layer_met1.png
The bar under the picture is 20 um long. Cells faint in the background.
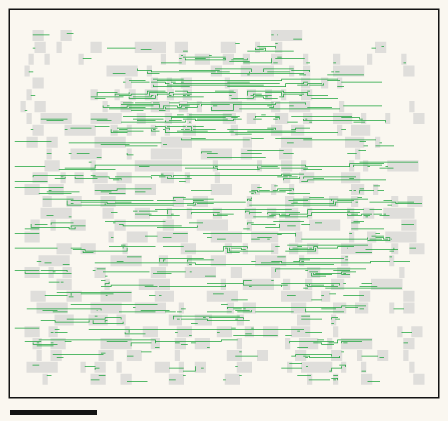
layer_met2.png
The bar under the picture is 20 um long. Cells faint in the background.
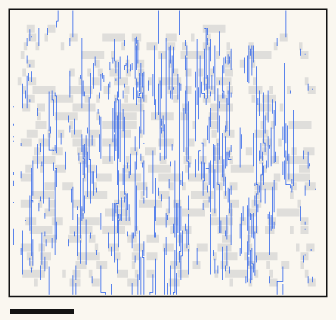
layer_met3.png
The bar under the picture is 20 um long. Cells faint in the background.
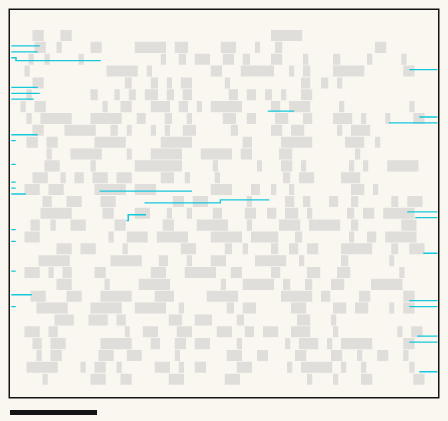
congestion.png
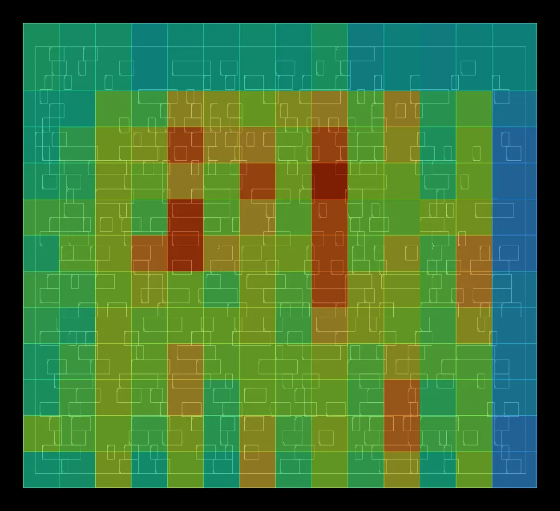
io_placement.png
The bar under the picture is 20 um long. Pins as bars across the die edge, other pins in grey.
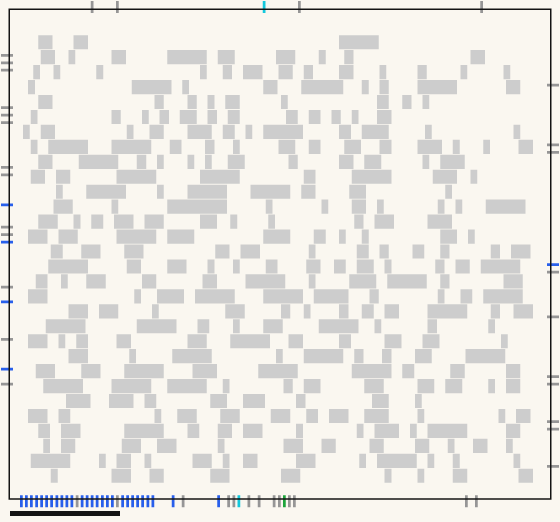
`config.mk`:
```
export PLATFORM = sky130hd
export DESIGN_NAME = spi_master_flat
export DESIGN_NICKNAME = d
export VERILOG_FILES = /design/src/rtl/spi_pkg.sv /design/src/rtl/spi_master_if.sv /design/src/rtl/spi_shifter.sv /design/src/rtl/spi_master.sv /design/src/flat_wrapper.sv
export SDC_FILE = /design/constraint.sdc
export NUM_CORES = 1
export LEC_CHECK = 0
export CELL_PAD_IN_SITES_DETAIL_PLACEMENT = 2
export CELL_PAD_IN_SITES_GLOBAL_PLACEMENT = 2
export CORE_ASPECT_RATIO = 0.9
export CORE_MARGIN = 2
export CORE_UTILIZATION = 28
export DETAILED_ROUTE_END_ITERATION = 10
export GPL_ROUTABILITY_DRIVEN = 0
export GPL_TIMING_DRIVEN = 0
export PLACE_DENSITY_LB_ADDON = 0.08
export SLEW_MARGIN = 20
export SYNTH_ARGS = -nofsm -noshare
export SYNTH_HDL_FRONTEND = slang
export SYNTH_SLANG_ARGS = --single-unit
```
`constraint.sdc`:
```
create_clock -name clk -period 4 [get_ports clk]
set_input_delay 0.8 -clock clk [delete_from_list [all_inputs] [get_ports clk]]
set_output_delay 0.8 -clock clk [all_outputs]
set_load 0.02 [all_outputs]
```
`src/rtl/spi_pkg.sv`:
```
// Shared types and constants for the SPI master slot.
// Build option SPI_WIDE_EN widens the shift path to 32 bits.
package spi_pkg;

  typedef enum logic [1:0] {
    ST_IDLE = 2'd0,
    ST_LOW  = 2'd1,
    ST_HIGH = 2'd2
  } spi_state_e;

  localparam logic REG_DATA = 1'b0;
  localparam logic REG_CTRL = 1'b1;

  localparam int CTRL_SS_LSB = 0;
  localparam int CTRL_SS_MSB = 1;
  localparam int CTRL_FAST   = 2;
  localparam int CTRL_WIDE   = 3;

  localparam int DIV_W = 7;
  localparam int CNT_W = 5;

`ifdef SPI_WIDE_EN
  localparam int XFER_W = 32;
`else
  localparam int XFER_W = 8;
`endif

endpackage

```
`src/rtl/spi_master_if.sv`:
```
// CPU-side register bus for the SPI master slot.
interface spi_master_if;

  logic        stb;
  logic        we;
  logic        addr;
  logic [31:0] data_in;
  logic [31:0] data_out;
  logic        ack;

  modport master (
    output stb, we, addr, data_in,
    input  data_out, ack
  );

  modport slave (
    input  stb, we, addr, data_in,
    output data_out, ack
  );

endinterface

```
`src/rtl/spi_shifter.sv`:
```
// SPI mode-0 engine: half-period divider, IDLE/LOW/HIGH FSM, shift register and bit counter.
// With SPI_WIDE_EN the wide input selects 32-bit transfers.
module spi_shifter
  import spi_pkg::*;
(
  input  logic              clk,
  input  logic              rst,
  input  logic              start,
  input  logic [DIV_W-1:0]  div,
  input  logic              wide,
  input  logic [XFER_W-1:0] data,
  input  logic              miso,
  output logic              sclk,
  output logic              mosi,
  output logic              done,
  output logic [XFER_W-1:0] rx
);

  spi_state_e        state_r;
  logic [DIV_W-1:0]  div_r;
  logic [DIV_W-1:0]  div_cnt_r;
  logic [CNT_W-1:0]  bit_cnt_r;
  logic [XFER_W-1:0] shreg_r;
  logic [XFER_W-1:0] rx_r;
  logic              sample_r;
  logic              sclk_r;
  logic              mosi_r;

  logic [XFER_W-1:0] shifted_s;
  logic [XFER_W-1:0] rx_next_s;
  logic              load_msb_s;
  logic              shift_msb_s;
  logic [CNT_W-1:0]  load_cnt_s;

  assign shifted_s = {shreg_r[XFER_W-2:0], sample_r};

`ifdef SPI_WIDE_EN
  logic wide_r;

  assign load_msb_s  = wide ? data[31] : data[7];
  assign shift_msb_s = wide_r ? shifted_s[31] : shifted_s[7];
  assign load_cnt_s  = wide ? 5'd31 : 5'd7;
  assign rx_next_s   = wide_r ? shifted_s : {24'd0, shifted_s[7:0]};

  // Transfer width is frozen at start so a mid-transfer control write cannot change it
  always_ff @(posedge clk) begin
    if (rst) begin
      wide_r <= 1'b0;
    end else if (state_r == ST_IDLE && start) begin
      wide_r <= wide;
    end else begin
      wide_r <= wide_r;
    end
  end
`else
  logic unused_wide_s;

  assign unused_wide_s = wide;
  assign load_msb_s    = data[7];
  assign shift_msb_s   = shifted_s[7];
  assign load_cnt_s    = 5'd7;
  assign rx_next_s     = shifted_s;
`endif

  // Ends the last HIGH half-period; the top uses it to raise rdy on this same edge
  assign done = (state_r == ST_HIGH) && (div_cnt_r == {DIV_W{1'b0}}) &&
                (bit_cnt_r == {CNT_W{1'b0}});

  // Serial engine FSM with registered sclk/mosi
  always_ff @(posedge clk) begin
    if (rst) begin
      state_r   <= ST_IDLE;
      div_r     <= {DIV_W{1'b0}};
      div_cnt_r <= {DIV_W{1'b0}};
      bit_cnt_r <= {CNT_W{1'b0}};
      shreg_r   <= {XFER_W{1'b0}};
      rx_r      <= {XFER_W{1'b0}};
      sample_r  <= 1'b0;
      sclk_r    <= 1'b0;
      mosi_r    <= 1'b1;
    end else begin
      case (state_r)
        ST_IDLE: begin
          sclk_r <= 1'b0;
          if (start) begin
            state_r   <= ST_LOW;
            div_r     <= div;
            div_cnt_r <= div - 7'd1;
            bit_cnt_r <= load_cnt_s;
            shreg_r   <= data;
            mosi_r    <= load_msb_s;
          end else begin
            mosi_r <= 1'b1;
          end
        end
        ST_LOW: begin
          if (div_cnt_r == {DIV_W{1'b0}}) begin
            state_r   <= ST_HIGH;
            sclk_r    <= 1'b1;
            sample_r  <= miso;
            div_cnt_r <= div_r - 7'd1;
          end else begin
            div_cnt_r <= div_cnt_r - 7'd1;
          end
        end
        ST_HIGH: begin
          if (div_cnt_r == {DIV_W{1'b0}}) begin
            sclk_r  <= 1'b0;
            shreg_r <= shifted_s;
            if (bit_cnt_r == {CNT_W{1'b0}}) begin
              state_r <= ST_IDLE;
              mosi_r  <= 1'b1;
              rx_r    <= rx_next_s;
            end else begin
              state_r   <= ST_LOW;
              mosi_r    <= shift_msb_s;
              bit_cnt_r <= bit_cnt_r - 5'd1;
              div_cnt_r <= div_r - 7'd1;
            end
          end else begin
            div_cnt_r <= div_cnt_r - 7'd1;
          end
        end
        default: begin
          state_r <= ST_IDLE;
          sclk_r  <= 1'b0;
          mosi_r  <= 1'b1;
        end
      endcase
    end
  end

  assign sclk = sclk_r;
  assign mosi = mosi_r;
  assign rx   = rx_r;

endmodule

```
`src/rtl/spi_master.sv`:
```
// SPI master I/O slot: data/control registers, miso synchroniser and read mux around spi_shifter.
// Build option SPI_WIDE_EN adds the control wide bit and 32-bit transfers.
module spi_master
  import spi_pkg::*;
#(
  parameter int SLOW_DIV = 63,
  parameter int FAST_DIV = 2
) (
  input  logic         clk,
  input  logic         rst,
  spi_master_if.slave  bus,
  output logic         spi_sclk,
  output logic         spi_mosi,
  input  logic         spi_miso,
  output logic [1:0]   spi_ss_n
);

  localparam logic [DIV_W-1:0] SLOW_DIV_C = DIV_W'(SLOW_DIV);
  localparam logic [DIV_W-1:0] FAST_DIV_C = DIV_W'(FAST_DIV);

  logic [1:0]        ss_n_r;
  logic              fast_r;
  logic              wide_s;
  logic              rdy_r;
  logic              miso_meta_r;
  logic              miso_sync_r;

  logic              wr_ctrl_s;
  logic              wr_data_s;
  logic              start_s;
  logic              done_s;
  logic [DIV_W-1:0]  div_s;
  logic [XFER_W-1:0] rx_s;

  assign wr_ctrl_s = bus.stb && bus.we && (bus.addr == REG_CTRL);
  assign wr_data_s = bus.stb && bus.we && (bus.addr == REG_DATA);
  // Data writes while busy are dropped, not queued
  assign start_s   = wr_data_s && rdy_r;
  assign div_s     = fast_r ? FAST_DIV_C : SLOW_DIV_C;

  // Control register and ready flag
  always_ff @(posedge clk) begin
    if (rst) begin
      ss_n_r <= 2'b11;
      fast_r <= 1'b0;
      rdy_r  <= 1'b1;
    end else begin
      if (wr_ctrl_s) begin
        ss_n_r <= ~bus.data_in[CTRL_SS_MSB:CTRL_SS_LSB];
        fast_r <= bus.data_in[CTRL_FAST];
      end else begin
        ss_n_r <= ss_n_r;
        fast_r <= fast_r;
      end
      if (done_s) begin
        rdy_r <= 1'b1;
      end else if (start_s) begin
        rdy_r <= 1'b0;
      end else begin
        rdy_r <= rdy_r;
      end
    end
  end

`ifdef SPI_WIDE_EN
  logic wide_r;

  // Wide-transfer control bit
  always_ff @(posedge clk) begin
    if (rst) begin
      wide_r <= 1'b0;
    end else if (wr_ctrl_s) begin
      wide_r <= bus.data_in[CTRL_WIDE];
    end else begin
      wide_r <= wide_r;
    end
  end

  assign wide_s = wide_r;
`else
  logic unused_data_s;

  assign unused_data_s = ^bus.data_in[31:8];
  assign wide_s        = 1'b0;
`endif

  // Two-flop synchroniser for the asynchronous miso pin
  always_ff @(posedge clk) begin
    if (rst) begin
      miso_meta_r <= 1'b0;
      miso_sync_r <= 1'b0;
    end else begin
      miso_meta_r <= spi_miso;
      miso_sync_r <= miso_meta_r;
    end
  end

  spi_shifter u_shifter (
    .clk   (clk),
    .rst   (rst),
    .start (start_s),
    .div   (div_s),
    .wide  (wide_s),
    .data  (bus.data_in[XFER_W-1:0]),
    .miso  (miso_sync_r),
    .sclk  (spi_sclk),
    .mosi  (spi_mosi),
    .done  (done_s),
    .rx    (rx_s)
  );

  // Zero-wait-state, side-effect-free read mux
  always_comb begin
    bus.data_out = 32'd0;
    case (bus.addr)
      REG_CTRL: bus.data_out = {31'd0, rdy_r};
`ifdef SPI_WIDE_EN
      REG_DATA: bus.data_out = rx_s;
`else
      REG_DATA: bus.data_out = {24'd0, rx_s};
`endif
      default:  bus.data_out = 32'd0;
    endcase
  end

  assign bus.ack  = bus.stb;
  assign spi_ss_n = ss_n_r;

endmodule

```
`src/flat_wrapper.sv`:
```
// flat-port wrapper written by rule: the top's interface ports become plain ports
module spi_master_flat import spi_pkg::*;
#(
  parameter int SLOW_DIV = 63,
  parameter int FAST_DIV = 2
)
  (clk, rst, spi_sclk, spi_mosi, spi_miso, spi_ss_n, bus_stb, bus_we, bus_addr, bus_data_in, bus_data_out, bus_ack);
  spi_master_if bus_i ();
  input  logic clk;
  input  logic rst;
  output logic spi_sclk;
  output logic spi_mosi;
  input  logic spi_miso;
  output logic [1:0] spi_ss_n;
  input wire logic [$bits(bus_i.stb)-1:0] bus_stb;
  input wire logic [$bits(bus_i.we)-1:0] bus_we;
  input wire logic [$bits(bus_i.addr)-1:0] bus_addr;
  input wire logic [$bits(bus_i.data_in)-1:0] bus_data_in;
  output wire logic [$bits(bus_i.data_out)-1:0] bus_data_out;
  output wire logic [$bits(bus_i.ack)-1:0] bus_ack;
  assign bus_i.stb = bus_stb;
  assign bus_i.we = bus_we;
  assign bus_i.addr = bus_addr;
  assign bus_i.data_in = bus_data_in;
  assign bus_data_out = bus_i.data_out;
  assign bus_ack = bus_i.ack;
  spi_master #(.SLOW_DIV(SLOW_DIV), .FAST_DIV(FAST_DIV)) u_core (.clk(clk), .rst(rst), .bus(bus_i), .spi_sclk(spi_sclk), .spi_mosi(spi_mosi), .spi_miso(spi_miso), .spi_ss_n(spi_ss_n));
endmodule
```
==> metrics.yaml <==
status: "finished, final reports clean"
seq-cell-share_pct: 28.5
synth_warnings: 0
synthTopCellsByArea: "dfxtp_1 36%, buf_4 8.7%, mux2i_1 7.6%, nor2_1 5.5%, a211oi_1 4.0%"
finalSetupTns_ps: 0
clkPwrFrac_pct: 19.2
r2r-start: "u_core.u_shifter.div_cnt_r[2]"
worstRegToRegCells: 9
worstPathRequired_ps: 3200
top_cells_by_count: "40 x dfxtp_1, 33 x nor2_1, 26 x buf_4, 17 x mux2i_1, 14 x a21oi_1"
clkSinkCount: 40
synth_top_flop_cell: "dfxtp_1"
sh_comb_area_pct: 44.4
fillers: 916
most_common_cell: "dfxtp_1"
cp-startpoint: "bus_addr"
ctsLongestPathBuffers: 2
postCtsSetupBuffers: 0
power_leader: "combinational cells"
worstHoldPathCells: 1
slew_violations: 0
hold_class: "flip-flop to flip-flop"
final_layout_size_suffix_gt1_share_pct: 15.7
grt_start_max_net_pins: 14
setup_viol: 0
Back to the opening pictures, layer_met1.png:
main direction	horizontal
nets with wire on the layer	287
share of all routed wire	49%
wire length on this layer	3090 um

Back to the opening pictures, layer_met2.png:
longest straight run	50.7 um
nets with wire on the layer	294
share of all routed wire	47%
wire length on this layer	2960 um
GR Util met2: 26.6%
via count: 1942

Back to the opening pictures, layer_met3.png:
wire length on this layer	192 um
main direction	horizontal
longest straight run	20.9 um
nets with wire on the layer	29

Back to the opening pictures, congestion.png:
Top Usage Layer GRT: met2
routing usage on met3: 2.92%
final core utilization: 36.7%
total track usage: 15.1%
GR Util met1: 19.4%

Back to the opening pictures, io_placement.png:
port	colour	pins	direction	edge
`bus_we`	green	1	input	south
`spi_ss_n`	cyan	2	output	1 south, 1 north
`bus_data_in`	blue	32	input	27 south, 4 west, 1 east

